## src/rtl/warning_annunciator.sv

```systemverilog
// Dashboard-side annunciator: timed chime, rotating warning-code display and ack mute.
// Optional build macro PRI1_NOMUTE_EN: acknowledge cannot silence a priority-1 warning.
module warning_annunciator #(
  parameter int TICK_DIV = 1000,
  parameter int BEEP_P1  = 2,
  parameter int BEEP_P2  = 8,
  parameter int DWELL    = 16
) (
  input  logic       clk,
  input  logic       rst,
  input  logic [6:0] warn_vec,
  input  logic       warn_pri1,
  input  logic       warn_pri2,
  input  logic       ack,
  output logic       chime,
  output logic [2:0] disp_code,
  output logic       muted
);

  // state | meaning
  // IDLE  | no warning active, outputs quiet
  // ALERT | warning active, chime pattern running
  // MUTED | warning active, chime silenced by driver acknowledge

  localparam int BMAX = (BEEP_P1 > BEEP_P2) ? BEEP_P1 : BEEP_P2;
  localparam int PW   = $clog2(TICK_DIV);
  localparam int BW   = (BMAX > 1) ? $clog2(BMAX) : 1;
  localparam int DW   = (DWELL > 1) ? $clog2(DWELL) : 1;

  typedef enum logic [1:0] {IDLE, ALERT, MUTED} state_t;

  state_t        state, state_nx;
  logic [PW-1:0] pre_cnt;
  logic          tick;
  logic [BW-1:0] beep_cnt, beep_nx, h_lim;
  logic [DW-1:0] dwell_cnt, dwell_nx;
  logic [1:0]    hsel, hsel_q;
  logic          ack_q, ack_rise, ack_mute;
  logic [6:0]    warn_q;
  logic          new_warn, any_warn, shown_set;
  logic [7:0]    warn_ext;
  logic          chime_nx, muted_nx;
  logic [2:0]    disp_nx, disp_adv;

  // Next set bit strictly above the current code, wrapping to the lowest set bit.
  function automatic logic [2:0] next_code(input logic [6:0] v, input logic [2:0] cur);
    logic [2:0] first, nxt;
    logic       have_first, have_nxt;
    first = 3'd0;
    nxt = 3'd0;
    have_first = 1'b0;
    have_nxt = 1'b0;
    for (int i = 0; i < 7; i++) begin
      if (v[i]) begin
        if (!have_first) begin
          first = 3'(i + 1);
          have_first = 1'b1;
        end
        if (!have_nxt && ((i + 1) > int'(cur))) begin
          nxt = 3'(i + 1);
          have_nxt = 1'b1;
        end
      end
    end
    return have_nxt ? nxt : first;
  endfunction

  assign tick     = (pre_cnt == PW'(TICK_DIV - 1));
  assign any_warn = |warn_vec;
  assign new_warn = |(warn_vec & ~warn_q);
  assign ack_rise = ack & ~ack_q;
`ifdef PRI1_NOMUTE_EN
  assign ack_mute = ack_rise & ~warn_pri1;
`else
  assign ack_mute = ack_rise;
`endif
  assign hsel      = warn_pri1 ? 2'd1 : (warn_pri2 ? 2'd2 : 2'd0);
  assign h_lim     = warn_pri1 ? BW'(BEEP_P1 - 1) : BW'(BEEP_P2 - 1);
  assign warn_ext  = {warn_vec, 1'b0};
  assign shown_set = warn_ext[disp_code];
  assign disp_adv  = next_code(warn_vec, disp_code);

  always_ff @(posedge clk) begin
    if (rst) state <= IDLE;
    else     state <= state_nx;
  end

  always_comb begin
    state_nx = state;
    chime_nx = 1'b0;
    beep_nx  = '0;
    disp_nx  = 3'd0;
    dwell_nx = '0;
    case (state)
      IDLE:  if (any_warn) state_nx = ALERT;
      ALERT: begin
        if (!any_warn)     state_nx = IDLE;
        else if (ack_mute) state_nx = MUTED;
      end
      MUTED: begin
        if (!any_warn)      state_nx = IDLE;
        else if (new_warn)  state_nx = ALERT;
`ifdef PRI1_NOMUTE_EN
        else if (warn_pri1) state_nx = ALERT;
`endif
      end
      default: state_nx = IDLE;
    endcase

    // Entering ALERT or changing priority restarts the beep phase high.
    if (state_nx == ALERT && hsel != 2'd0) begin
      if (state != ALERT || hsel != hsel_q) begin
        chime_nx = 1'b1;
      end else if (tick && beep_cnt == h_lim) begin
        chime_nx = ~chime;
      end else if (tick) begin
        chime_nx = chime;
        beep_nx  = beep_cnt + 1'b1;
      end else begin
        chime_nx = chime;
        beep_nx  = beep_cnt;
      end
    end

    if (state_nx != IDLE) begin
      if (state == IDLE || !shown_set) begin
        disp_nx = disp_adv;
      end else if (tick && dwell_cnt == DW'(DWELL - 1)) begin
        disp_nx = disp_adv;
      end else if (tick) begin
        disp_nx  = disp_code;
        dwell_nx = dwell_cnt + 1'b1;
      end else begin
        disp_nx  = disp_code;
        dwell_nx = dwell_cnt;
      end
    end

    muted_nx = (state_nx == MUTED);
  end

  always_ff @(posedge clk) begin
    if (rst) begin
      pre_cnt   <= '0;
      beep_cnt  <= '0;
      dwell_cnt <= '0;
      hsel_q    <= 2'd0;
      ack_q     <= 1'b0;
      warn_q    <= 7'd0;
      chime     <= 1'b0;
      disp_code <= 3'd0;
      muted     <= 1'b0;
    end else begin
      pre_cnt   <= tick ? '0 : pre_cnt + 1'b1;
      beep_cnt  <= beep_nx;
      dwell_cnt <= dwell_nx;
      hsel_q    <= hsel;
      ack_q     <= ack;
      warn_q    <= warn_vec;
      chime     <= chime_nx;
      disp_code <= disp_nx;
      muted     <= muted_nx;
    end
  end

endmodule

```

## config.mk

```make
export PLATFORM = sky130hd
export DESIGN_NAME = warning_annunciator
export DESIGN_NICKNAME = d
export VERILOG_FILES = /design/src/rtl/warning_annunciator.sv
export SDC_FILE = /design/constraint.sdc
export NUM_CORES = 1
export LEC_CHECK = 0
export CAP_MARGIN = 10
export CORE_MARGIN = 1.5
export CORE_UTILIZATION = 40
export CTS_CLUSTER_DIAMETER = 60
export CTS_CLUSTER_SIZE = 28
export DETAILED_ROUTE_END_ITERATION = 8
export SYNTH_ARGS = -nofsm -noshare
export SYNTH_HDL_FRONTEND = slang
export SYNTH_SLANG_ARGS = --single-unit
```

## constraint.sdc

```tcl
create_clock -name clk -period 2.16 [get_ports clk]
set_input_delay 0.54 -clock clk [delete_from_list [all_inputs] [get_ports clk]]
set_output_delay 0.54 -clock clk [all_outputs]
set_load 0.005 [all_outputs]
```

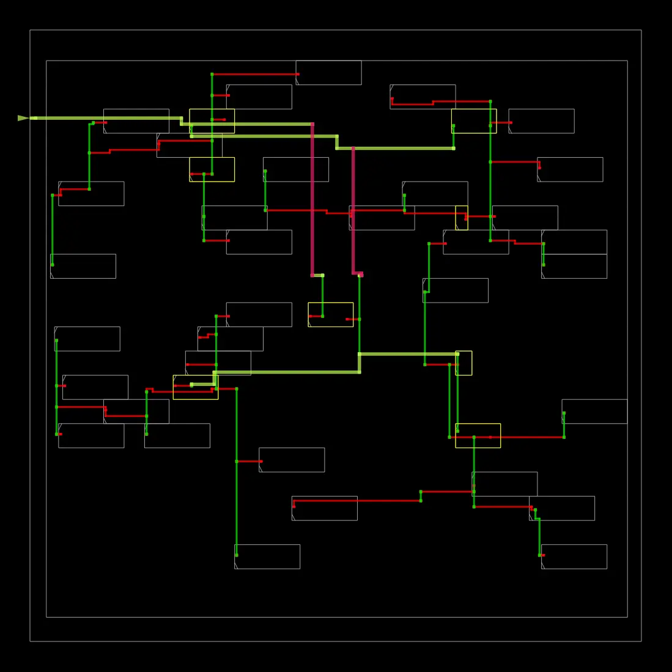
(the clock network)
number of CTS-inserted buffers: 5
clk_skew: 0.00631 ns

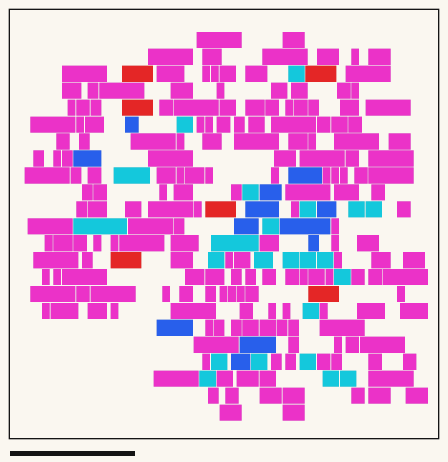
(cell sizes after repair)
Scale bar: 20 um.
Key: x6 and larger = red [cells 6, share 2.6%, most used clkbuf_8]; x3 and x4 = cyan [cells 23, share 10%, most used buf_4]; x1 and smaller = magenta [cells 188, share 82%, most used dfxtp_1]; x2 = blue [cells 12, share 5.2%, most used o32ai_2]

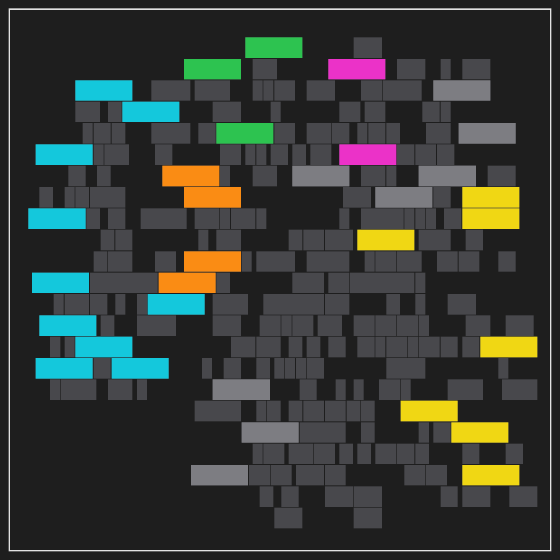
(register map, names as in the netlist)
Other sequential cells in the stronger grey, the rest of the logic in the fainter grey.
Key: `hsel_q` = magenta [sequential cells 2]; `dwell_cnt` = orange [sequential cells 4]; `warn_q` = yellow [sequential cells 7]; `beep_cnt` = green [sequential cells 3]; `pre_cnt` = cyan [sequential cells 10]
Another 8 sequential cells are not coloured.

==> results.toml <==
# generated from flow reports
[grt]
gr-usage-met2_pct = 32.0
grtUsageMet1_pct = 22.4
grt_pass1_vias = 1458
grt_first_pass_wirelength_mm = 6.49
gr-total-overflow = 0
grtUsageMet3_pct = 5.84
antenna_found_initial = 0
busiest_layer = "met2"
groute.usage.overall_pct = 18.7
grt_start_max_net_pins = 15

[detailed_routing]
drt-met1-wl_mm = 1.73
detail_route.wl_per_cell_um = 13.9
drtIter0Drc = 95
totalWireLength_mm = 3.88
avgViaCountPerCell = 5.29
antenna_left = 0
top_layer_used = "met4"
drc = 0
drt_pre_antenna_iters = 4
route.met3.wl_um = 189
dr_total_vias = 1476

[clocking]
post_cts_buffers = 0
ctsHoldBuffers = 0
clkSlewWorstSetupHoldPaths_ns = 0.06
clock_latency_ns = 0.29
ctsLongestPathBuffers = 2
cts.htree.levels = 2
cts_tree = "built"
cts_resized = 0
cts_sinks = 34
cts-root-buf = "clkbuf_8"

[yosys]
synthMostInstantiatedCell = "dfxtp_1"
syn_inst = 192
yosys.area_share.aoi_pct = 18.2
ys_warn_count = 0
synth_cell_type_count = 51
top_cells_by_area = "dfxtp_1 (39%), nor2_1 (5.2%), xor2_1 (5.1%), nor2b_1 (4.0%), a21oi_1 (2.9%)"
ys_cells = 192
synth_top_cell_by_area = "dfxtp_1"
avgSynthCellArea_um2 = 9.00
logic_family = "simple AND/OR/NAND/NOR gates"
synthesis.nets = 207
ys_area_mm2 = 0.00173
edf_count = 0
yosysTopAreaCellShare_pct = 39.4
fa_ha_area_share_pct = 2.17
async_reset_ff_share_pct = 0
syn_area_mm2 = 0.00173
ys_seq_share_pct = 39.4
simple_gate_area_share_pct = 26.7
mux_share_pct = 3.04
top_cells_by_count = "dfxtp_1 (34), nor2_1 (24), nand2_1 (12)"
synthFlopType = "dfxtp_1"

[final_timing]
finalCriticalPeriod_ns = 2.09
finalSetupViolations = 0
drv_slew = 0
setup_ws_ns = 0.0710
hold_viol = 0
slew_headroom_pct = 73.4
worst_pin_slew_ns = 0.388
fmax_ghz = 0.479
tns_ns = 0
finalClockPeriodUsage_pct = 96.7
worst_hold_slack_ns = 0.435
rsz0062_at_grt = "no"

[critical_path]
r2r_end = "disp_code[2]$_SDFFE_PP0P_"
worstPathMaxFanout = 5
required_ns = 2.36
cp_num_buf_inv = 1
cp.arrival_ns = 2.29
worst_path_max_delay_cell = "mux4_2"
cpPeakStageDelay_ns = 0.49
reg2reg_depth = 5
path_class = "input pin to register"
path_cells = "clkdlybuf4s50_1 > mux4_2 > and2_4 > o221ai_2 > nand3_2 > o32ai_2"
path_depth = 6
critPathLaunch = "warn_vec[4]"
endpoint_kind = "register"
cpLargestDelayFamily = "multiplexers"
rrSetupSlack_ns = 0.19
crit_path_start_kind = "input pin"
rr_startpoint = "disp_code[0]$_SDFFE_PP0P_"
critical_path.endpoint = "disp_code[2]$_SDFFE_PP0P_"

[pwr]
p_leak_uw = 0.000879
pg_comb_uw = 383
power.density_mw_per_mm2 = 734
top_power_group = "sequential cells"
pwr-share-clk_pct = 30.6
ir_drop_v = 0.000371
intPower_uw = 1130
powerClk_uw = 486
finalPower_uw = 1590
power_sequential_uw = 718
p_seq_share_pct = 45.2
combPwrFrac_pct = 24.1
netSwitchingFraction_pct = 29.0

[place]
pre_cts_slack_ns = -0.272
dp_hpwl_mm = 2.90
globalplace.congestion = 0.843
numPortBuffers = 16
placed_cell_area_mm2 = 0.00206

[final_layout]
largest_reg_flops = 10
design_area_mm2 = 0.00216
buffer_area_share_pct = 14.2
n_antenna_cell = 0
largest-register = "pre_cnt"
comb_share_pct = 45.6
nNetsFinal = 243
final_common_cell = "dfxtp_1"
nMultiInputCombCells = 143
lay_top_cells = "dfxtp_1 (34), nor2_1 (24), buf_4 (19)"
n_all_inverters = 9
buffers = 35
area_delta_synth_final_pct = 25.1
drive_above_1_share_pct = 17.9
final-seq-area_um2 = 681
finish.utilization_pct = 52.9
seq_share_pct = 31.5
clk_share_pct = 4.22
stdcell_count = 279
fillers = 380
n_clock_buffer = 7

[flow_run]
warnings = 26
maxCapViolations = 0

[floorplan]
die_area_mm2 = 0.00472
die_height_um = 68.7
die_w_um = 68.7
tap-cell-count = 50
placementRows = 23
fp.coreArea_mm2 = 0.00409
ios = 17

[run_status]
outcome = "complete, no violations"

[worst_hold_path]
hold_path_depth = 1
min_from = "pre_cnt[0]$_SDFF_PP0_"
hold_path.class = "register to register"
worstHoldEndpoint = "pre_cnt[0]$_SDFF_PP0_"
Power is estimated from default activity; no workload was simulated.
